### src/rtl/game_state_controller.sv
// Breakout gameplay sequencer: lives, level, ball serve and the game-over handshake.
// Optional `AUTO_RESTART_EN` makes GAME_OVER restart a new game directly instead of returning to IDLE.
module game_state_controller #(
    parameter int START_LIVES = 3,
    parameter int SERVE_DELAY = 50_000_000,
    parameter int MAX_LEVEL   = 15
) (
    input  logic       clk,
    input  logic       reset,
    input  logic       start_btn,
    input  logic       ball_lost,
    input  logic       bricks_cleared,
    input  logic       game_over_complete,
    output logic       trigger_game_over,
    output logic       serve_ball,
    output logic       game_active,
    output logic [2:0] lives,
    output logic [3:0] level
);

    localparam int               CNT_W      = $clog2(SERVE_DELAY) + 1;
    localparam logic [CNT_W-1:0] SERVE_LAST = CNT_W'(SERVE_DELAY - 1);
    localparam logic [2:0]       LIVES_INIT = 3'(START_LIVES);
    localparam logic [3:0]       LEVEL_MAX  = 4'(MAX_LEVEL);

    typedef enum logic [2:0] {
        IDLE,
        SERVE,
        PLAY,
        LEVEL_UP,
        GAME_OVER
    } state_t;

    state_t           state, state_nxt;
    logic [CNT_W-1:0] cnt, cnt_nxt;
    logic             start_prev;
    logic             start_edge;
    logic [2:0]       lives_nxt;
    logic [3:0]       level_nxt;
    logic             trig_nxt;
    logic             serve_nxt;
    logic             active_nxt;

    assign start_edge = start_btn & ~start_prev;

    // Outputs are computed one cycle early here so every output leaves a flop.
    always_comb begin
        state_nxt = state;
        cnt_nxt   = cnt;
        lives_nxt = lives;
        level_nxt = level;
        trig_nxt  = 1'b0;
        serve_nxt = 1'b0;
        case (state)
            IDLE: begin
                if (start_edge) begin
                    lives_nxt = LIVES_INIT;
                    level_nxt = 4'd1;
                    cnt_nxt   = '0;
                    state_nxt = SERVE;
                end
            end
            SERVE: begin
                if (cnt == SERVE_LAST) begin
                    serve_nxt = 1'b1;
                    cnt_nxt   = '0;
                    state_nxt = PLAY;
                end else begin
                    cnt_nxt = cnt + CNT_W'(1);
                end
            end
            PLAY: begin
                // A cleared wall wins over a simultaneously lost ball.
                if (bricks_cleared) begin
                    state_nxt = LEVEL_UP;
                end else if (ball_lost) begin
                    if (lives > 3'd1) begin
                        lives_nxt = lives - 3'd1;
                        cnt_nxt   = '0;
                        state_nxt = SERVE;
                    end else begin
                        lives_nxt = 3'd0;
                        trig_nxt  = 1'b1;
                        state_nxt = GAME_OVER;
                    end
                end
            end
            LEVEL_UP: begin
                level_nxt = (level < LEVEL_MAX) ? level + 4'd1 : LEVEL_MAX;
                cnt_nxt   = '0;
                state_nxt = SERVE;
            end
            GAME_OVER: begin
                lives_nxt = 3'd0;
                if (game_over_complete) begin
`ifdef AUTO_RESTART_EN
                    lives_nxt = LIVES_INIT;
                    level_nxt = 4'd1;
                    cnt_nxt   = '0;
                    state_nxt = SERVE;
`else
                    state_nxt = IDLE;
`endif
                end
            end
            default: begin
                state_nxt = IDLE;
            end
        endcase
        active_nxt = (state_nxt == SERVE) || (state_nxt == PLAY);
    end

    always_ff @(posedge clk or negedge reset) begin
        if (!reset) begin
            state             <= IDLE;
            cnt               <= '0;
            start_prev        <= 1'b0;
            lives             <= 3'd0;
            level             <= 4'd0;
            trigger_game_over <= 1'b0;
            serve_ball        <= 1'b0;
            game_active       <= 1'b0;
        end else begin
            state             <= state_nxt;
            cnt               <= cnt_nxt;
            start_prev        <= start_btn;
            lives             <= lives_nxt;
            level             <= level_nxt;
            trigger_game_over <= trig_nxt;
            serve_ball        <= serve_nxt;
            game_active       <= active_nxt;
        end
    end

endmodule

### config.mk
export PLATFORM = sky130hd
export DESIGN_NAME = game_state_controller
export DESIGN_NICKNAME = d
export VERILOG_FILES = /design/src/rtl/game_state_controller.sv
export SDC_FILE = /design/constraint.sdc
export NUM_CORES = 1
export LEC_CHECK = 0
export ABC_AREA = 1
export CAP_MARGIN = 20
export CORE_UTILIZATION = 64
export DETAILED_ROUTE_END_ITERATION = 6
export PLACE_DENSITY = 0.85
export SKIP_CTS_REPAIR_TIMING = 1
export SYNTH_ARGS = -nofsm -noshare
export SYNTH_HDL_FRONTEND = slang
export SYNTH_SLANG_ARGS = --single-unit
export TNS_END_PERCENT = 10
### constraint.sdc
create_clock -name clk -period 3.5 [get_ports clk]
set_input_delay 0.525 -clock clk [delete_from_list [all_inputs] [get_ports clk]]
set_output_delay 0.525 -clock clk [all_outputs]
set_load 0.005 [all_outputs]
==> job_summary.md, run 1 <==
### Flow metrics

| Metric | Value |
|---|---|
| Outcome | complete, no violations |
| GRT Overall Usage | between 30% and 40% |
| Number of global-route vias before repair | approximately 2400 |
| Antenna diode count | 0 |
| Sequential share of the synthesized area | approximately two fifths |
| Finish-stage setup viols | 0 |
| Unrepaired setup endpoints after global routing | false |
| Area overhead of the layout relative to synthesis | 10.10% |
| CTS buffer count | 5 |
| Asr flop ratio synth | 100.0% |
| Fraction of layout instances using a drive strength above 1 | just over 5% |
| Stage-log warning count | 27 |
| DIE AREA | 0.004345 mm^2 |
| Syn nets | between 400 and 500 |
| Detail Placement HPWL | around 4.3 mm |
| CTS tree | built |
| Smallest setup slack after layout | roughly 1500 ps |
| Number of placement rows | 22 |
| Vias per Instance | about 5.5 |
| Type of the tightest min-delay check | primary input to async pin |
| Total clock sinks | approximately 41 |
| Fillcell total | slightly above 300 |
| Final net count | between 400 and 500 |
| Max Root-Sink Buffers | 2 |
| WS Path Type | flip-flop to flip-flop |
| PortBufs | 15 |
| H-Tree Level Count | 2 |
| Synthesized netlist cell count | about 390 |
| Drt first-iter violations | 236 |
| Total leakage power | approximately 1.4 nW |
| Post-layout min period | between 1500 and 2000 ps |
| Distinct cell type count of the synthesized netlist | 31 |
| Max FO, Critical Path | 13 |
| Ranking of synthesized cells by area | dfrtp_1, nand2_1, nor2_1 |
| Top Ports | 16 |
==> run 1: power by group <==
group	internal [mW]	switching, mW
clock	0.138	0.169
sequential	0.474	0.000243
combinational	0.00529	0.0115
==> run 1: worst max-delay path, cell delays in order, from the launching register on <==
cell,delay (ps)
dfrtp_1,450
nor3_2,790
buf_4,310
inv_1,140
o21ai_0,190
==> run 1: final timing paths <==
| kind | start | end | slack [ps] | cells after the start |
|---|---|---|---|---|
| max | state[1] | cnt[7] | 1530 | 4 |
| min | reset | cnt[7] | 350 | 1 |
| max reg2reg | state[1] | cnt[7] | 1530 | 4 |
| min reg2reg | cnt[26] | cnt[26] | 500 | 2 |
| max in group asynchronous | reset | state[0] | 2590 | 1 |
| min in group clk | cnt[26] | cnt[26] | 500 | 2 |
==> run 1: area by class of cell <==
type,instances,area (um^2),area share [%]
clock buffers,5,68.82,2.390
clock inverters,3,17.52,0.6084
inverters,41,153.9,5.346
multi-input cells,305,1400,48.63
flip-flops and latches,41,1026,35.64
well taps,48,60.06,2.086
repair buffers,16,152.6,5.302
==> run 1: cells in the final DEF, fill, tap and decap left out, types with 2 or more instances in the layout <==
cell type	netlist	layout
inv_2	2	2
nor3_1	2	2
nand2_1	145	145
inv_1	39	39
o21ai_0	15	15
nor2_1	61	61
a21oi_1	5	5
or2_2	3	3
nand4_1	9	9
nand3b_1	2	2
clkdlybuf4s50_1	0	14
xor2_1	8	8
a31oi_1	2	2
clkinv_2	0	2
dfrtp_1	41	41
nand3_1	37	37
clkbuf_8	0	5
ha_1	4	4
==> run 1: state kept, by name (all words and copies together) (netlist names) <==
register,count
serve_ball,1
lives,3
trigger_game_over,1
level,4
start_prev,1
state,3
game_active,1
cnt,27
==> run 1: per-layer routing <==
metal / GRT usage (%) / up-vias / routed length [um]
met4: 8.967 / 0 / 74
met5: 0 / - / 0
met1: 44.80 / 1153 / 2764
met2: 49.49 / 96 / 2637
met3: 7.069 / 9 / 479
li1: - / 1280 / -
==> run 1: cell families after synthesis <==
family,after synthesis,synth area share [%]
AND/OR/NAND/NOR,265,42.97
buffers and inverters,46,7.224
flip-flops,41,39.23
AND-OR/OR-AND,28,5.981
XOR/XNOR,8,2.680
adder cells (fa/ha/maj),4,1.914
==> run 1: per-stage QoR <==
stage / hold WS (ps) / std cells / cell area, um^2 / power (mW) / utilization (%)
2_1_floorplan: 229.4 / 392 / 2615 / 0.4858 / -
3_3_place_gp: 492.4 / 451 / 2793 / 0.5008 / 73.52
3_5_place_dp: 488.0 / 451 / 2793 / 0.5011 / 73.52
4_1_cts: 385.5 / 459 / 2879 / 0.8052 / 75.79
5_1_grt: 428.2 / 459 / 2879 / 0.8298 / 75.79
6_report: 353.1 / 459 / 2879 / 0.7978 / 75.79
### Met1 routing, run 1

Bar = 20 um. Supply wires on this layer in grey.
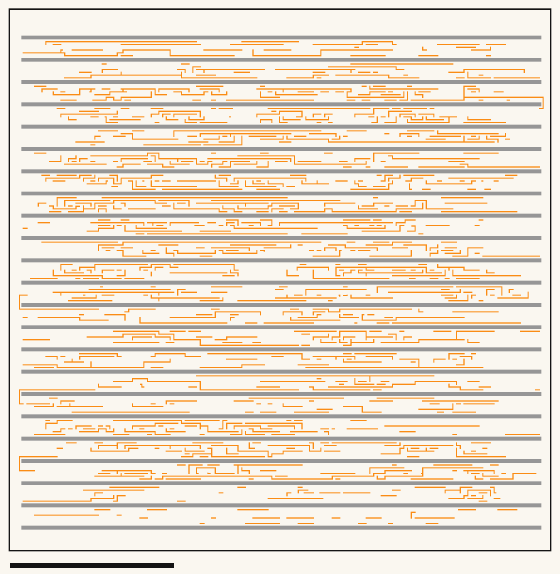
- share of all routed wire: 46%
- nets with wire on the layer: 386
- wire length on this layer: 2760 um
- longest straight run: 29.0 um

### The metal 2 layer, run 1

Bar = 20 um.
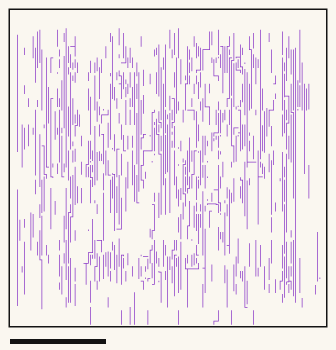
- share of all routed wire: 44%
- main direction: vertical
- nets with wire on the layer: 334
- wire length on this layer: 2640 um

### Met3 routing, run 1

Cells faint in the background.
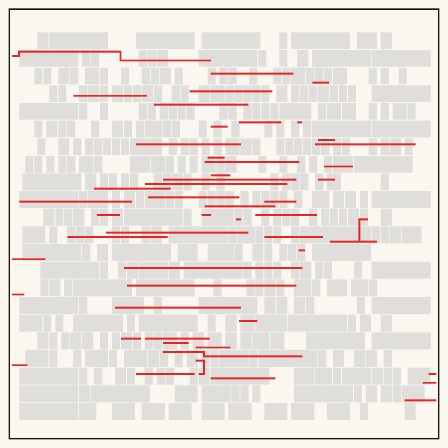
- share of all routed wire: 8.1%
- nets with wire on the layer: 42
- wire length on this layer: 479 um
- main direction: horizontal
total via count in the routed design: 2538
routed wire length: 5.954 mm
met3 track utilization from global routing: 7.069%

### Routing congestion map, run 1

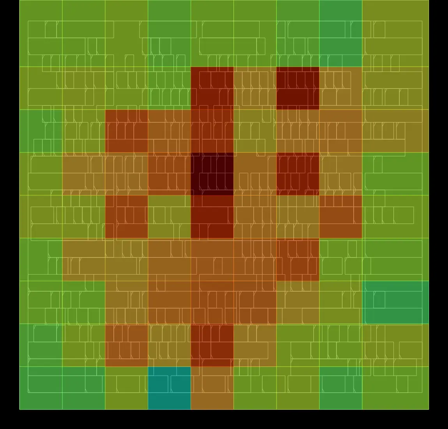

--- run 2 (diff from run 1) ---
- CORE_UTILIZATION: 64 -> 54
- PLACE_DENSITY: 0.85 -> 0.76
- clock period: 3.5 -> 1.65 ns (I/O delays scaled with it)
### Routing congestion map, run 2

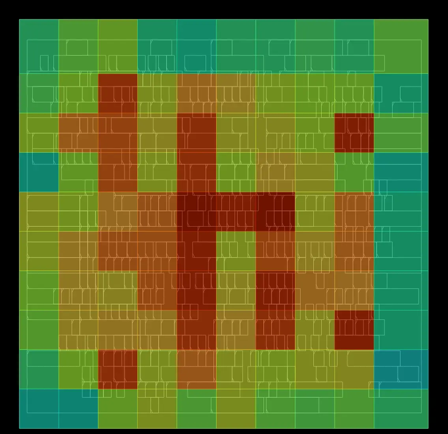
GR Util met2: 42.01%
GR Layer Usage met1: 40.07%
most used routing layer in global routing: met2
Post-Route Utilization: 69.25%
GRT Overall Usage: 27.51%

### Met3 routing, run 2

Cells faint in the background.
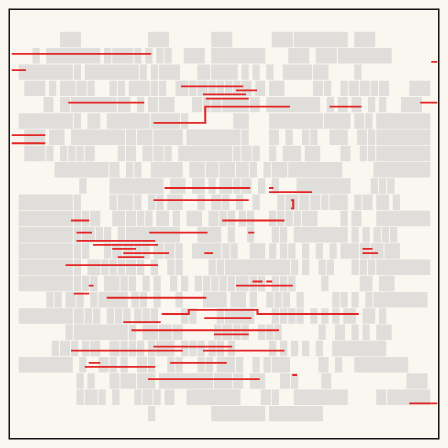
- main direction: horizontal
- nets with wire on the layer: 41
- longest straight run: 24.4 um
total via count in the routed design: 2614
routed wire length: 6.434 mm
met3 track utilization from global routing: 4.501%

==> run 2 against run 1 <==
  * Global-route usage is 4.5 points lower
  * Utilization is 6.5 points lower
  * Wire length is 8.1% higher
  * Register-to-register slack worse by 1400 ps
==> job_summary.md, run 2 <==
### Flow metrics

| Metric | Value |
|---|---|
| Worst-path cell with the longest stage delay | dfrtp_1 |
| Smallest setup slack after layout | 83.35 ps (-1448 ps) |
| H-Tree Level Count | 2 (unchanged) |
| Most frequent logic cell in the layout | nand2_1 |
| Detail Placement HPWL | 4.749 mm (+9.4%) |
| Buffer and inverter count on the worst path | 2 (unchanged) |
| Unrepaired setup endpoints after global routing | true |
| Cell-by-cell listing of the critical path | ha_2 > inv_1 > nor2_4 > buf_4 > nand2_1 > nor2_2 > xor2_1 > o21ai_1 |
| Number of global-route vias before repair | 2384 (+0.80%) |
| DIE AREA | 0.005125 mm^2 (+18%) |
| Post-layout min period | 1567 ps (-402.2 ps) |
| Outcome | complete, no violations |
| Max incr delay on CP | 370 ps (-420 ps) |
| Top register by number of flip-flops | cnt |
| Flip-flop count of the largest register, all copies and words added | 27 (unchanged) |
| Antenna diode count | 0 (unchanged) |
| Fraction of layout instances using a drive strength above 1 | 11.14% (+6.0 points) |
| Number of placement rows | 24 (+9.1%) |
| PortBufs | 15 (unchanged) |
| Distinct cell type count of the synthesized netlist | 31 (unchanged) |
| Type of the tightest min-delay check | primary input to flip-flop |
| Max Root-Sink Buffers | 2 (unchanged) |
| Top library cells by usage in the layout, fill and taps aside | nand2_1, nor2_1, dfrtp_1, inv_1, nand3_1 |
| WS Path Type | flip-flop to flip-flop |
| Total clock sinks | 41 (unchanged) |
| Cell family contributing the most delay on the critical path | simple AND/OR/NAND/NOR gates |
| Drt first-iter violations | 183 (-22%) |
| Vias per Instance | 5.412 (-2.1%) |
## run 2: cell counts after synthesis
Identical to the previous run, type by type.
## run 2: through the flow
step           std cells  hold WS [ps]  util, %  area [um^2]
4_1_cts              482        -94.33    68.50         3085
3_5_place_dp         474         234.4    65.83         2965
5_1_grt              483         403.2    69.25         3119
2_1_floorplan        392        -48.09        -         2615
6_report             483         403.2    69.25         3119
3_3_place_gp         474         232.9    65.83         2965
## run 2: layout make-up
| cell class | instances | area [um^2] |
|---|---|---|
| sequential | 41 | 1027 |
| multi-input combinational | 305 | 1423 |
| fill | 372 | 1385 |
| clock buffer | 6 | 82.58 |
| timing repair buffer | 36 | 330.3 |
| inverter | 41 | 153.9 |
| clock inverter | 2 | 37.54 |
| tap | 52 | 65.06 |
## run 2: worst paths after layout
check	slack (ps)	startpoint	end	cells after the start
max	80	cnt[1]	cnt[16]	8
min	400	start_btn	start_prev	1
max reg2reg	80	cnt[1]	cnt[16]	8
min reg2reg	520	cnt[26]	cnt[26]	2
max in group asynchronous	990	reset	cnt[26]	3
min in group asynchronous	440	reset	cnt[11]	3
## run 2: report_power, final
part | switching (mW) | total (mW) | internal, mW
sequential | 0.000568 | 1.01 | 1.01
clock | 0.367 | 0.859 | 0.492
combinational | 0.0254 | 0.0431 | 0.0177
## run 2: kinds of logic (layout without fill, tap and decap cells)
logic type / count (synthesis) / count (layout) / synth area share (%)
xor+xnor: 8 / 8 / 2.680
simple gates: 265 / 265 / 42.97
fa+ha+maj: 4 / 4 / 1.914
compound gates: 28 / 28 / 5.981
flops: 41 / 41 / 39.23
buf+inv: 46 / 85 / 7.224
## run 2: routing by layer
layer  track usage [%]  part of all wire [%]  routed length, um
met5                 0                     0                  0
met4             9.150                   2.0                129
met3             4.501                   6.7                428
met2             42.01                    44               2830
met1             40.07                    47               3045
### The metal 2 layer, run 2

Bar = 20 um.
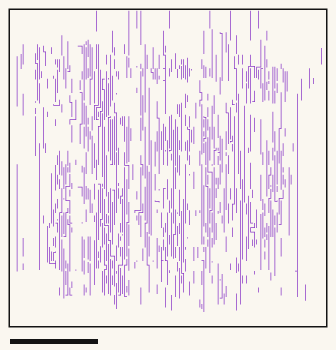

--- run 3 (diff from run 2) ---
- SETUP_SLACK_MARGIN: unset -> 0.1
- TNS_END_PERCENT: 10 -> 5
### The metal 2 layer, run 3

Bar = 20 um.
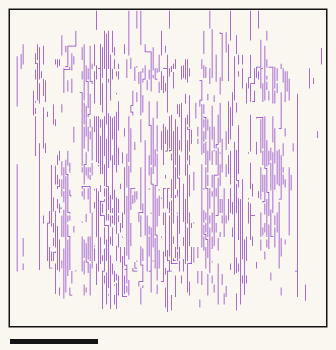
- longest straight run: 45.9 um
- nets with wire on the layer: 352
- wire length on this layer: 2930 um
- main direction: vertical
- share of all routed wire: 45%

### Met1 routing, run 3

Bar = 20 um. Supply wires on this layer in grey.
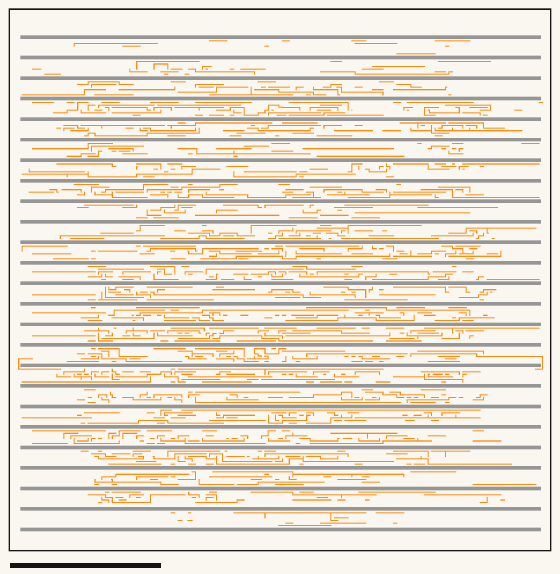
- longest straight run: 39.6 um
- nets with wire on the layer: 413
- main direction: horizontal
- wire length on this layer: 3120 um

==> run 3 against run 2 <==
  * Fmax increased by 2.0%
  * Critical path type unchanged
  * Largest power group unchanged
  * Combinational power about the same
  * Area after synthesis unchanged
  * Highest routed layer unchanged
==> job_summary.md, run 3 <==
### Flow metrics

| Metric | Value |
|---|---|
| Worst R2R Setup Slack | 110 ps (+30 ps) |
| H-Tree Level Count | 2 (unchanged) |
| Synthesis area per yosys | roughly 0.0026 mm^2 |
| Total cell area at the placement stage | 0.002965 mm^2 (unchanged) |
| First-pass GRT wire length | ~11 mm |
| Hold depth | 1 (unchanged) |
| Endpoint, Worst Hold | start_prev |
| Number of placement rows | 24 (unchanged) |
| Setup_tns | 0 ps |
| Fraction of layout instances using a drive strength above 1 | 14.55% (+3.4 points) |
| Post-layout min period | 1536 ps (-30.66 ps) |
| Antenna diode count | 0 (unchanged) |
| DIE AREA | 0.005125 mm^2 (unchanged) |
| Overflow left after global routing | 0 |
| Terminus of the critical flop-to-flop path | cnt[7] |
| Sequential share of the synthesized area | approximately two fifths |
| Max Root-Sink Buffers | 2 (unchanged) |
| Routed wire length | 6.581 mm (+2.3%) |
| Top library cells by usage in the layout, fill and taps aside | nand2_1, nor2_1, dfrtp_1, inv_1, nand3_1 |
| Distinct cell type count of the synthesized netlist | 31 (unchanged) |
| Detail Placement HPWL | 4.749 mm (unchanged) |
| Crit end category | flip-flop |
| Element type at the critical path start | flip-flop |
| Post-Route Utilization | 70.75% (+1.5 points) |
| Type of the tightest min-delay check | primary input to flip-flop |
| Most frequent logic cell in the layout | nand2_1 |
| Unrepaired setup endpoints after global routing | true |
| Ranking of synthesized cells by area | dfrtp_1, nand2_1, nor2_1 |
| Cell taking the most area after synthesis | dfrtp_1 |
| Flip-flop count of the largest register, all copies and words added | 27 (unchanged) |
| Outcome | complete, no violations |
| Die height | roughly 72 um |
| Part of the cycle the worst path needs | between 90 and 100% |
| Drt first-iter violations | 198 (+8.2%) |
| Top register by number of flip-flops | cnt |
| Area overhead of the layout relative to synthesis | 21.87% |
| R2R depth | 8 (unchanged) |
| GRT Overall Usage | 27.51% (unchanged) |
| Final instance area | 0.003187 mm^2 (+2.2%) |
| PortBufs | 15 (unchanged) |
| Total clock sinks | 41 (unchanged) |
| Total via count in the routed design | 2640 (+0.99%) |
| Transition time of the tightest slew-check pin | 291.8 ps |
| Worst clock skew on the final layout | around 13 ps |
| WS Path Type | flip-flop to flip-flop |
| R2r startpoint | cnt[1] |
| Vias per Instance | 5.443 (+0.58%) |
| Worst hold path startpoint | start_btn |
| Number of global-route vias before repair | 2384 (unchanged) |
| Final net count | 442 |
-- run 3: netlist changes by cell type in the layout (fill, tap and decap cells not counted), moves of 3 or more --
cell	delta
nor2_2	+3
nor2_4	+3
nand2_1	-5
nor2_1	-6
nand2_2	+6
-- run 3: per-layer routing --
layer | track usage, % | vias up | part of all wire, %
li1 | - | 1327 | -
met1 | 40.07 | 1218 | 47
met2 | 42.01 | 83 | 45
met3 | 4.501 | 12 | 6.3
met4 | 9.150 | 0 | 1.7
met5 | 0 | - | 0
-- run 3: worst max-delay path by stage --
stage / start / to / slack, ps / cells past startpoint
after CTS: cnt[1] / cnt[16] / 50 / 8
after global placement: start_btn / cnt[7] / 60 / 8
after global routing: cnt[1] / cnt[7] / 30 / 8
after floorplan: cnt[0] / cnt[17] / 150 / 9
after detailed placement: start_btn / cnt[11] / 10 / 8
final: cnt[1] / cnt[7] / 110 / 8
-- run 3: cell families (layout without fill, tap and decap cells) --
logic type / Yosys count / after routing / share of synthesized area (%)
xor gates and xnor gates: 8 / 8 / 2.680
buffers and inverters: 46 / 86 / 7.224
adders and majority gates: 4 / 4 / 1.914
DFF: 41 / 41 / 39.23
and+or+nand+nor: 265 / 266 / 42.97
AOI/OAI and AO/OA: 28 / 28 / 5.981
-- run 3: through the flow --
step | std cells | power, mW | setup WS (ps) | hold WS, ps
global route | 485 | 1.974 | 30.80 | 403.2
global placement | 474 | 1.068 | 62.37 | 232.9
CTS | 482 | 1.922 | 48.00 | -94.33
detailed placement | 474 | 1.069 | 14.97 | 234.4
finish | 485 | 1.904 | 114.0 | 407.3
floorplan | 392 | 1.031 | 152.8 | -48.09
-- run 3: final cells by class --
| cell class | instances | area (um^2) |
|---|---|---|
| Inverter | 41 | 153.9 |
| Sequential cell | 41 | 1027 |
| Clock inverter | 2 | 37.54 |
| Tap cell | 52 | 65.06 |
| Multi-Input combinational cell | 306 | 1483 |
| Timing Repair Buffer | 37 | 337.8 |
| Fill cell | 354 | 1318 |
| Clock buffer | 6 | 82.58 |
-- run 3: power breakdown --
group	total, mW	switching, mW	internal (mW)	leakage, nW
clock network	0.855	0.363	0.492	0.0574
registers	1.01	0.000548	1.01	0.517
logic	0.0434	0.0257	0.0177	0.960
-- run 3: worst max-delay path, cell delays in order, from the launching register on --
cell and delay [ps]:
dfrtp_1 370, ha_2 200, inv_1 80, nor2_4 140
nand3b_1 140, nor2_4 160, nand2_2 150, nand3_1 100
o21ai_0 70
Power and IR drop assume default switching activity.
